Fig. 1: track usage over the die
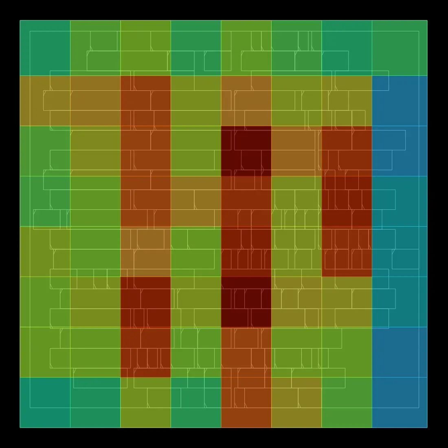
Fig. 2: met2 routing
Scale: 6 px per micron.
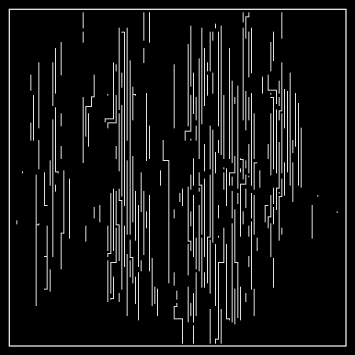
[src/rtl/jk_cmd_sequencer.sv]
// Command sequencer for a JK flip-flop: buffers {code,len} commands, replays each on jk_in
// for len+1 cycles and predicts the flip-flop's q. Define JKSEQ_ABORT_EN to add an abort input.
module jk_cmd_sequencer #(
  parameter int DEPTH = 4,
  parameter int LEN_W = 4
) (
  input  logic                   clk,
  input  logic                   rst,
`ifdef JKSEQ_ABORT_EN
  input  logic                   abort,
`endif
  input  logic                   cmd_valid,
  output logic                   cmd_ready,
  input  logic [1:0]             cmd_code,
  input  logic [LEN_W-1:0]       cmd_len,
  output logic [1:0]             jk_in,
  output logic                   busy,
  output logic                   done,
  output logic                   q_model,
  output logic [$clog2(DEPTH):0] fifo_count
);
  localparam int AW = $clog2(DEPTH);
  localparam logic [AW:0] FULL_CNT = (AW+1)'(DEPTH);
  localparam logic [1:0] JK_HOLD = 2'b00;

  typedef enum logic {IDLE, RUN} state_t;

  state_t           state, state_d;
  logic [LEN_W-1:0] remaining, remaining_d;
  logic [1:0]       jk_d;
  logic [1:0]       mem_code [DEPTH];
  logic [LEN_W-1:0] mem_len  [DEPTH];
  logic [AW-1:0]    wr_ptr, rd_ptr;
  logic [AW:0]      count;
  logic             empty, full, push, pop, last;

  function automatic logic jk_next(input logic q, input logic [1:0] jk);
    case (jk)
      2'b01:   jk_next = 1'b0;
      2'b10:   jk_next = 1'b1;
      2'b11:   jk_next = ~q;
      default: jk_next = q;
    endcase
  endfunction

  assign empty      = (count == '0);
  assign full       = (count == FULL_CNT);
  assign cmd_ready  = ~full;
  assign fifo_count = count;
  assign busy       = (state == RUN);
  assign last       = (state == RUN) && (remaining == '0);

`ifdef JKSEQ_ABORT_EN
  assign push = cmd_valid && !full && !abort;
  assign done = last && !abort;
`else
  assign push = cmd_valid && !full;
  assign done = last;
`endif

  // Command storage
  always_ff @(posedge clk) begin
    if (push) begin
      mem_code[wr_ptr] <= cmd_code;
      mem_len[wr_ptr]  <= cmd_len;
    end
  end

  // FIFO pointers and occupancy
  always_ff @(posedge clk) begin
    if (rst) begin
      wr_ptr <= '0;
      rd_ptr <= '0;
      count  <= '0;
    end
`ifdef JKSEQ_ABORT_EN
    else if (abort) begin
      wr_ptr <= '0;
      rd_ptr <= '0;
      count  <= '0;
    end
`endif
    else begin
      if (push) wr_ptr <= wr_ptr + AW'(1);
      if (pop)  rd_ptr <= rd_ptr + AW'(1);
      if (push && !pop)      count <= count + (AW+1)'(1);
      else if (pop && !push) count <= count - (AW+1)'(1);
    end
  end

  // Next-state: the head is loaded from IDLE or on the final drive cycle, so back-to-back
  // commands leave no HOLD bubble.
  always_comb begin
    state_d     = state;
    remaining_d = remaining;
    jk_d        = jk_in;
    pop         = 1'b0;
    case (state)
      IDLE: begin
        jk_d = JK_HOLD;
        if (!empty) begin
          pop         = 1'b1;
          state_d     = RUN;
          remaining_d = mem_len[rd_ptr];
          jk_d        = mem_code[rd_ptr];
        end
      end
      RUN: begin
        if (remaining != '0) begin
          remaining_d = remaining - LEN_W'(1);
        end else if (!empty) begin
          pop         = 1'b1;
          remaining_d = mem_len[rd_ptr];
          jk_d        = mem_code[rd_ptr];
        end else begin
          state_d = IDLE;
          jk_d    = JK_HOLD;
        end
      end
      default: begin
        state_d = IDLE;
        jk_d    = JK_HOLD;
      end
    endcase
`ifdef JKSEQ_ABORT_EN
    if (abort) begin
      state_d     = IDLE;
      remaining_d = '0;
      jk_d        = JK_HOLD;
      pop         = 1'b0;
    end
`endif
  end

  // State, drive register and q prediction (q follows the code on jk_in before this edge)
  always_ff @(posedge clk) begin
    if (rst) begin
      state     <= IDLE;
      remaining <= '0;
      jk_in     <= JK_HOLD;
      q_model   <= 1'b0;
    end else begin
      state     <= state_d;
      remaining <= remaining_d;
      jk_in     <= jk_d;
`ifdef JKSEQ_ABORT_EN
      if (!abort) q_model <= jk_next(q_model, jk_in);
`else
      q_model <= jk_next(q_model, jk_in);
`endif
    end
  end

endmodule

[config.mk]
export PLATFORM = sky130hd
export DESIGN_NAME = jk_cmd_sequencer
export DESIGN_NICKNAME = d
export VERILOG_FILES = /design/src/rtl/jk_cmd_sequencer.sv
export SDC_FILE = /design/constraint.sdc
export NUM_CORES = 1
export LEC_CHECK = 0
export CORE_UTILIZATION = 59
export DETAILED_ROUTE_END_ITERATION = 12
export GPL_ROUTABILITY_DRIVEN = 1
export PLACE_DENSITY = 0.92
export REMOVE_ABC_BUFFERS = 1
export SKIP_LAST_GASP = 1
export SLEW_MARGIN = 5
export SYNTH_ARGS = -nofsm -noshare
export SYNTH_HDL_FRONTEND = slang
export SYNTH_SLANG_ARGS = --single-unit
export TNS_END_PERCENT = 100
[constraint.sdc]
create_clock -name clk -period 4.2 [get_ports clk]
set_input_delay 0.63 -clock clk [delete_from_list [all_inputs] [get_ports clk]]
set_output_delay 0.63 -clock clk [all_outputs]
set_load 0.005 [all_outputs]
==> flow_summary.rst <==
Synthesis and place-and-route
=============================

.. list-table::
   :header-rows: 1

   * - Metric
     - Value
   * - Share of synthesized cell area in and, or, nand and nor gates
     - 8.91%
   * - Share of final-layout standard cells stronger than drive strength 1
     - roughly 12%
   * - Cell total in the yosys stat output
     - between 100 and 150
   * - Number of flip-flops and latches in the synthesized netlist
     - 41
   * - Count of endpoints failing hold in the final timing report
     - 0
   * - Yosys xor share
     - roughly 2.6%
   * - Achievable Freq
     - 0.386 GHz
   * - Largest net degree at the start of global routing
     - 17
   * - Final design instance area without fill
     - between 2000 and 2500 sq um
   * - Number of ordinary and repair buffers in the finished layout
     - 17
   * - Logic share of the area
     - 29.9%
   * - Post-Layout Cell Count
     - around 180
   * - Final-report max-slew violation count
     - 0
   * - Count of warnings emitted by yosys
     - 0
   * - Setup Buffers After CTS
     - 0
   * - DRT met1 WL
     - around 1.2 mm
   * - Slowest cell delay on critical path
     - approximately 0.50 ns
   * - Yosys stat area
     - about 1700 sq um
   * - Layout clock buffers
     - 5
   * - Cell at the slowest stage of the critical path
     - sky130_fd_sc_hd__clkdlybuf4s50_1
   * - Post-synth top area share
     - a little over two fifths
   * - Comb. cell area
     - around 600 sq um
   * - Commonest non-fill, non-tap cells in the layout
     - sky130_fd_sc_hd__edfxtp_1 (24), sky130_fd_sc_hd__dfxtp_1 (17), sky130_fd_sc_hd__clkdlybuf4s50_1 (17)
   * - Met1 Resource Use GR
     - 22.8%
   * - Power share of the clock group
     - 22.2%
   * - Number of detailed-route iterations in the first pass
     - 4
   * - Stages on worst setup path
     - 5
   * - Reg-to-reg endpoint
     - fifo_count[2]
   * - Prevailing logic family in the synthesized netlist
     - multiplexers
   * - Final critical-path required period
     - 2.59 ns
   * - Start point of the worst hold path
     - remaining[0]
   * - Global route total overflow
     - 0
   * - Iter 0 DRT Violations
     - 45
   * - Worst-path cell chain
     - inv_1, ha_1, or3b_4, nor2_1, clkdlybuf4s50_1
   * - Sequential power
     - slightly below 600 uW
   * - Top register by number of flip-flops
     - mem_len
   * - Total number of tap cells
     - 31
   * - Minimum setup slack in the final design
     - ~1.6 ns
   * - Area of the mapped netlist
     - approximately 1700 sq um
   * - Number of top-level design ports
     - 18
   * - Biggest regs
     - mem_len x16, mem_code x8, remaining x4
   * - Total detailed-routing wirelength
     - about 2.9 mm
   * - Worst EP required
     - 3.57 ns
   * - Average vias per placed instance
     - around 5.8
   * - Type of the tightest min-delay check
     - reg -> reg
   * - Global routing met3 resource utilization
     - under 10%
   * - Clock buf/inv share
     - between 5 and 6%
   * - Sequential cell area
     - around 1100 sq um
   * - Data arrival, critical path
     - about 2.0 ns
   * - Setup-violating endpoint count in the final report
     - 0
   * - Clock root buffer
     - sky130_fd_sc_hd__clkbuf_4
   * - Max FFs per register
     - 16
   * - Htree depth
     - 2
   * - Launching element of the worst setup path
     - remaining[0]
   * - Top logic cell by instance count in the layout
     - sky130_fd_sc_hd__edfxtp_1
   * - Number of sinks driven by the clock tree
     - approximately 40
   * - Sequential fraction of total cell area
     - a little over half
   * - Pwr per Cell Area
     - between 600 and 700 nW/um^2
   * - Top cells by instance count after synthesis
     - sky130_fd_sc_hd__edfxtp_1 (24), sky130_fd_sc_hd__dfxtp_1 (17), sky130_fd_sc_hd__nor2_1 (14), sky130_fd_sc_hd__inv_1 (9), sky130_fd_sc_hd__ha_1 (7)
   * - R2R Setup Slk
     - 1.70 ns
   * - Outcome
     - finished clean
   * - Cell total after placement
     - around 170
   * - Synth Flop Type
     - sky130_fd_sc_hd__edfxtp_1
   * - Maximum fanout count along the critical path
     - 4
   * - Clock transition at path regs
     - roughly 0.11 ns
   * - Worst path top cell family by delay
     - buffers and inverters
   * - Unrepaired setup endpoints after global routing
     - no
   * - Number of design rule violations left after detail routing
     - 0
   * - Std-Cell Rows
     - 19
   * - Post-placement worst setup slack
     - between 1 and 1.5 ns
   * - Tool warning count
     - 29
   * - Mux share of post-synthesis cell area
     - ~9.6%
   * - Crit start category
     - register
   * - Number of cells produced by synthesis
     - between 100 and 150
   * - Share of total power consumed by net switching
     - 32.0%
   * - Per-instance average area after synthesis
     - ~14 sq um
   * - Met2 routed wirelength
     - 1.49 mm
   * - Slew of the pin with the lowest slew margin
     - about 0.63 ns
   * - Number of buffers created by CTS
     - 5
   * - Startpoint of the lowest-slack register-to-register path
     - remaining[0]
   * - GRT busiest layer
     - met2
   * - Met3 wire length
     - 153 microns
   * - # diodes
     - 0
   * - Largest cells by area after synthesis
     - sky130_fd_sc_hd__edfxtp_1 (42%), sky130_fd_sc_hd__dfxtp_1 (20%), sky130_fd_sc_hd__mux4_2 (7.9%), sky130_fd_sc_hd__ha_1 (5.1%), sky130_fd_sc_hd__nor2_1 (3.1%)
   * - Via count of the first global-routing pass
     - roughly 1100
   * - Highest routed layer
     - met4
## Picture notes: Fig. 1
post-route core utilization: 72.7%
met2 Usage GRT: 35.8%
total routing usage reported by global routing: 20.4%
average wire per cell in the routed design: 16.3 microns

## Picture notes: Fig. 2
main direction	vertical
nets with wire on the layer	141
wire length on this layer	1490 microns
longest straight run	28.9 microns

No activity file was given, so power comes from the tool's default toggle rates.
